<file path="src/rtl/e203_longp_pkg.sv">
// Shared types and constants for the long-pipe writeback buffer.
// One buffer slot holds a completed result awaiting in-order retire.
package e203_longp_pkg;

   localparam int XLEN       = 32;
   localparam int RFIDX_W    = 5;
   localparam int OITF_DEPTH = 2;

   typedef struct packed {
      logic            vld;
      logic            err;
      logic [XLEN-1:0] wdat;
   } wbbuf_slot_t;

endpackage

</file>
<file path="src/rtl/e203_exu_longp_wbbuf_slot.sv">
// One writeback buffer slot: set on capture, cleared on retire.
// Only the valid bit is reset; payload is qualified by it.
module e203_exu_longp_wbbuf_slot
   import e203_longp_pkg::*;
(
   input  logic            clk,
   input  logic            rst_n,
   input  logic            set_i,
   input  logic            clr_i,
   input  logic            err_i,
   input  logic [XLEN-1:0] wdat_i,
   output wbbuf_slot_t     slot_o
);

   logic            vld_q;
   logic            vld_d;
   logic            err_q;
   logic [XLEN-1:0] wdat_q;

   // next valid: capture and retire never hit the same slot together
   always_comb begin
      vld_d = vld_q;
      if (clr_i) vld_d = 1'b0;
      if (set_i) vld_d = 1'b1;
   end

   // valid bit with asynchronous clear
   always_ff @(posedge clk or negedge rst_n) begin
      if (!rst_n) vld_q <= 1'b0;
      else        vld_q <= vld_d;
   end

   // payload registers, loaded only on capture
   always_ff @(posedge clk) begin
      if (set_i) begin
         wdat_q <= wdat_i;
         err_q  <= err_i;
      end
   end

   assign slot_o.vld  = vld_q;
   assign slot_o.err  = err_q;
   assign slot_o.wdat = wdat_q;

endmodule

</file>
<file path="src/rtl/e203_exu_longp_wbbuf.sv">
// Long-pipe writeback buffer: captures LSU/NICE completions by itag
// and drains them in program order at the OITF retire pointer.
module e203_exu_longp_wbbuf #(
   parameter  int OITF_DEPTH = e203_longp_pkg::OITF_DEPTH,
   parameter  int XLEN       = e203_longp_pkg::XLEN,
   parameter  int RFIDX_W    = e203_longp_pkg::RFIDX_W,
   localparam int PTR_W      = $clog2(OITF_DEPTH)
) (
   input  logic               clk,
   input  logic               rst_n,
   input  logic               lsu_wbck_i_valid,
   output logic               lsu_wbck_i_ready,
   input  logic [XLEN-1:0]    lsu_wbck_i_wdat,
   input  logic [PTR_W-1:0]   lsu_wbck_i_itag,
   input  logic               lsu_wbck_i_err,
   input  logic               nice_wbck_i_valid,
   output logic               nice_wbck_i_ready,
   input  logic [XLEN-1:0]    nice_wbck_i_wdat,
   input  logic [PTR_W-1:0]   nice_wbck_i_itag,
   input  logic               nice_wbck_i_err,
   input  logic               oitf_empty,
   input  logic [PTR_W-1:0]   oitf_ret_ptr,
   input  logic [RFIDX_W-1:0] oitf_ret_rdidx,
   input  logic               oitf_ret_rdwen,
   input  logic               oitf_ret_rdfpu,
   input  logic [XLEN-1:0]    oitf_ret_pc,
   output logic               oitf_ret_ena,
   output logic               longp_wbck_o_valid,
   input  logic               longp_wbck_o_ready,
   output logic [XLEN-1:0]    longp_wbck_o_wdat,
   output logic [RFIDX_W-1:0] longp_wbck_o_rdidx,
   output logic               longp_wbck_o_rdfpu,
   output logic               longp_excp_o_valid,
   input  logic               longp_excp_o_ready,
   output logic [XLEN-1:0]    longp_excp_o_pc
);

   import e203_longp_pkg::*;

   wbbuf_slot_t           slot [OITF_DEPTH];
   logic [OITF_DEPTH-1:0] set;
   logic [OITF_DEPTH-1:0] clr;
   logic [OITF_DEPTH-1:0] sel_lsu;
   logic [OITF_DEPTH-1:0] slot_vld;
   logic                  same_tag;
   logic                  lsu_hsk;
   logic                  nice_hsk;
   wbbuf_slot_t           head;
   logic                  h;

   assign same_tag = lsu_wbck_i_valid
                   & (lsu_wbck_i_itag == nice_wbck_i_itag);

   assign lsu_wbck_i_ready  = ~slot[lsu_wbck_i_itag].vld;
   assign nice_wbck_i_ready = ~slot[nice_wbck_i_itag].vld & ~same_tag;

   assign lsu_hsk  = lsu_wbck_i_valid & lsu_wbck_i_ready;
   assign nice_hsk = nice_wbck_i_valid & nice_wbck_i_ready;

   assign head = slot[oitf_ret_ptr];
   assign h    = head.vld & ~oitf_empty;

   assign longp_excp_o_valid = h & head.err;
   assign longp_excp_o_pc    = oitf_ret_pc;

   assign longp_wbck_o_valid = h & ~head.err & oitf_ret_rdwen;
   assign longp_wbck_o_wdat  = head.wdat;
   assign longp_wbck_o_rdidx = oitf_ret_rdidx;
   assign longp_wbck_o_rdfpu = oitf_ret_rdfpu;

   assign oitf_ret_ena = h
      & ((longp_excp_o_valid & longp_excp_o_ready)
       | (longp_wbck_o_valid & longp_wbck_o_ready)
       | (~head.err & ~oitf_ret_rdwen));

   // per-slot capture/retire strobes decoded from itag and head ptr
   always_comb begin
      set      = '0;
      clr      = '0;
      sel_lsu  = '0;
      slot_vld = '0;
      for (int i = 0; i < OITF_DEPTH; i++) begin
         sel_lsu[i]  = lsu_hsk & (lsu_wbck_i_itag == PTR_W'(i));
         set[i]      = sel_lsu[i]
                     | (nice_hsk & (nice_wbck_i_itag == PTR_W'(i)));
         clr[i]      = oitf_ret_ena & (oitf_ret_ptr == PTR_W'(i));
         slot_vld[i] = slot[i].vld;
      end
   end

   for (genvar g = 0; g < OITF_DEPTH; g++) begin : g_slot
      e203_exu_longp_wbbuf_slot u_slot (
         .clk    (clk),
         .rst_n  (rst_n),
         .set_i  (set[g]),
         .clr_i  (clr[g]),
         .err_i  (sel_lsu[g] ? lsu_wbck_i_err  : nice_wbck_i_err),
         .wdat_i (sel_lsu[g] ? lsu_wbck_i_wdat : nice_wbck_i_wdat),
         .slot_o (slot[g])
      );
   end

   a_empty_holds_nothing: assert property (
      @(posedge clk) disable iff (!rst_n)
      !(oitf_empty && (|slot_vld)));

   a_single_request: assert property (
      @(posedge clk) disable iff (!rst_n)
      !(longp_wbck_o_valid && longp_excp_o_valid));

endmodule

</file>
<file path="config.mk">
export PLATFORM = sky130hd
export DESIGN_NAME = e203_exu_longp_wbbuf
export DESIGN_NICKNAME = d
export VERILOG_FILES = /design/src/rtl/e203_longp_pkg.sv /design/src/rtl/e203_exu_longp_wbbuf_slot.sv /design/src/rtl/e203_exu_longp_wbbuf.sv
export SDC_FILE = /design/constraint.sdc
export NUM_CORES = 1
export LEC_CHECK = 0
export CORE_UTILIZATION = 41
export DETAILED_ROUTE_END_ITERATION = 7
export PLACE_DENSITY_LB_ADDON = 0.3
export SLEW_MARGIN = 30
export SYNTH_ARGS = -nofsm -noshare
export SYNTH_HDL_FRONTEND = slang
export SYNTH_SLANG_ARGS = --single-unit
</file>
<file path="constraint.sdc">
create_clock -name clk -period 3.3 [get_ports clk]
set_input_delay 0.66 -clock clk [delete_from_list [all_inputs] [get_ports clk]]
set_output_delay 0.66 -clock clk [all_outputs]
set_load 0.005 [all_outputs]
</file>
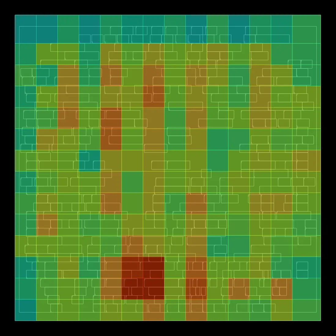
Figure 1: routing congestion.
GRT Max-Usage Layer: met2
wire length per cell after detailed routing: 16.7 um

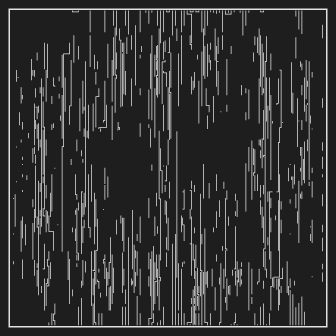
Figure 2: the metal 2 layer.
wire length on this layer	3,820 um
nets with wire on the layer	397
share of all routed wire	52%
longest straight run	58.7 um
final wirelength: 7320 um
global-route met2 utilization: 0.281
total vias in the final route: 2,219

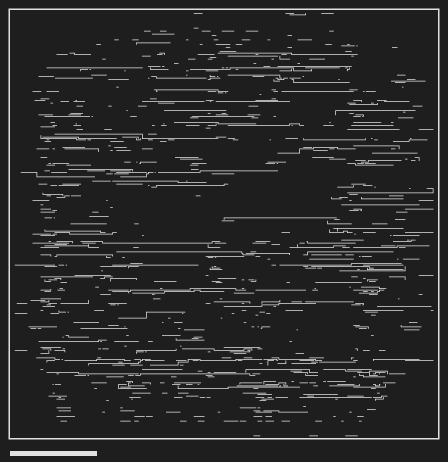
Figure 3: the metal 1 layer.
Scale bar: 20 um.
wire length on this layer	2,790 um
share of all routed wire	38%
main direction	horizontal

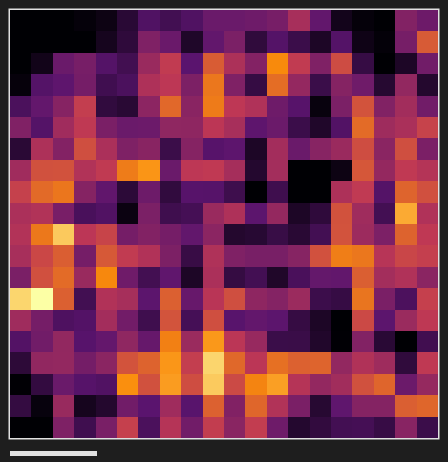
Figure 4: wiring heat map.
Scale bar: 20 um. 20 x 20 tiles, from black (low) to pale yellow (high), scaled to the fullest tile. Values are wire area over tile area, all layers added.
emptiest ninth of the die	upper left
nearly empty tiles	6.2%
mean over tiles	0.12

==> summary.txt <==
Numbers from the implementation run.

The flow ran to the end, and the final reports show no timing, DRC or antenna violations. The worst reg-to-reg setup slack is 1470 ps. The net switching power is 477 uW. The biggest slice of the total power is consumed by registers. Of the total power, registers draw 0.456.

The amount of wire on met3 after detailed routing is 537 um. The proportion of synthesized chip area in sequential cells is 0.528. The power consumed by the clock network is 831 uW. Subtracting the final worst setup slack from the clock period gives 2810 ps. The number of antenna-violating nets in the routed design is 0.

The number of setup buffers added after CTS is 0. For this design, the sink count on the clock tree is 68. Entering global routing, the biggest net connects 20 pins. Setup repair after global routing left no endpoint under its margin.

The design received a total of 108 well taps at floorplan. The clock tree root buffer cell is sky130_fd_sc_hd__clkbuf_8. The synthesis warning total is 0. The number of antenna violations at the first check in global routing came to 0. After clock tree synthesis, the repair step resized 0 gates.

Of the post-synthesis cell area, the part taken by muxes is 0.324. After synthesis, the largest family of logic cells by area is multiplexers. The standard cell with the maximum stage delay on the critical path is sky130_fd_sc_hd__clkdlybuf4s50_1. According to the cell report, flip-flops and latches in the layout number 68. The gate count after technology mapping is 242. The number of setup violations in the final report is 0. The source of the worst register-to-register timing path is g_slot[1].u_slot.vld_q$_DFFE_PN0P_.

In this run, the synthesized area fraction spent on and/or/nand/nor cells is recorded as 0.0332. The global-route wire length before repair is 11,300 um. The adder-cell share of the synthesized area is 0. The detailed placer's ending HPWL is 5270 um. Per the post-synthesis stats, the area per cell is 15.9 sq um. The startpoint type of the worst setup path is an input pin. The most frequently used library cell after synthesis is sky130_fd_sc_hd__mux2_2. The count of placed standard cells in the final layout, fillers left out is 437. The number of global-route vias before repair is 2,305. The count of hold buffers inserted by post-cts repair is 0. After the last flow step, the layout net total stands at 439.

The summed area of non-filler cells in the final layout is 5080 sq um. Global routing finished with a remaining overflow of 0. The total track usage is 0.155. The internal power of the cells is 1770 uW. The setup clock skew after layout is 6.02 ps.

The timing-limited maximum frequency is 356 MHz. Per the OpenROAD floorplan log, the height of the die is 98.9 um. The worst reg2reg path endpoint is g_slot[1].u_slot.wdat_q[16]$_DFFE_PP_. Sequential cells consume a total of 1030 uW. Per the run summary, max-cap violations total 0. In the finished design, the share of the clock period the worst path needs comes to 0.852. The tally of clock buffers in the finished layout is 9. The largest single stage delay on the critical path is 550 ps. Counting flops with a built-in enable in the synthesized netlist gives 66. The netlist uses 27 different library cells. Of the total power, the clock network draws 0.369. The cell area reported after detailed placement is 4830 sq um. Per the cell usage report, the commonest logic cells after layout are 112 x sky130_fd_sc_hd__clkdlybuf4s50_1, 68 x sky130_fd_sc_hd__mux2_2, 66 x sky130_fd_sc_hd__edfxtp_1. The mean number of vias per cell is 5.08. The layout report lists the multi-input gate area as 1440 sq um. STA classifies the critical path endpoint as an output port. The number of cells reported by Yosys stat comes to 242. TritonCTS built the clock tree. According to the timing report, the data required time at the worst endpoint equals 2640 ps. The chip area line in the Yosys stat output reads 3850 sq um.
[how the worst max path moves through the flow]
| stage | start | end | slack, ps | cells past startpoint |
|---|---|---|---|---|
| after floorplan | nice_wbck_i_itag | g_slot[0].u_slot.err_q$_DFFE_PP_ | 400 | 2 |
| after global placement | lsu_wbck_i_itag | nice_wbck_i_ready | 490 | 4 |
| after detailed placement | lsu_wbck_i_itag | nice_wbck_i_ready | 470 | 4 |
| after CTS | lsu_wbck_i_itag | nice_wbck_i_ready | 470 | 4 |
| after global routing | lsu_wbck_i_itag | nice_wbck_i_ready | 380 | 4 |
| final | lsu_wbck_i_itag | nice_wbck_i_ready | 490 | 4 |
[sequential cells by signal, summed over array words and instances, names as in the netlist]
signal / count
g_slot.u_slot.err_q: 2
g_slot.u_slot.wdat_q: 64
g_slot.u_slot.vld_q: 2
Power and IR drop assume default switching activity.
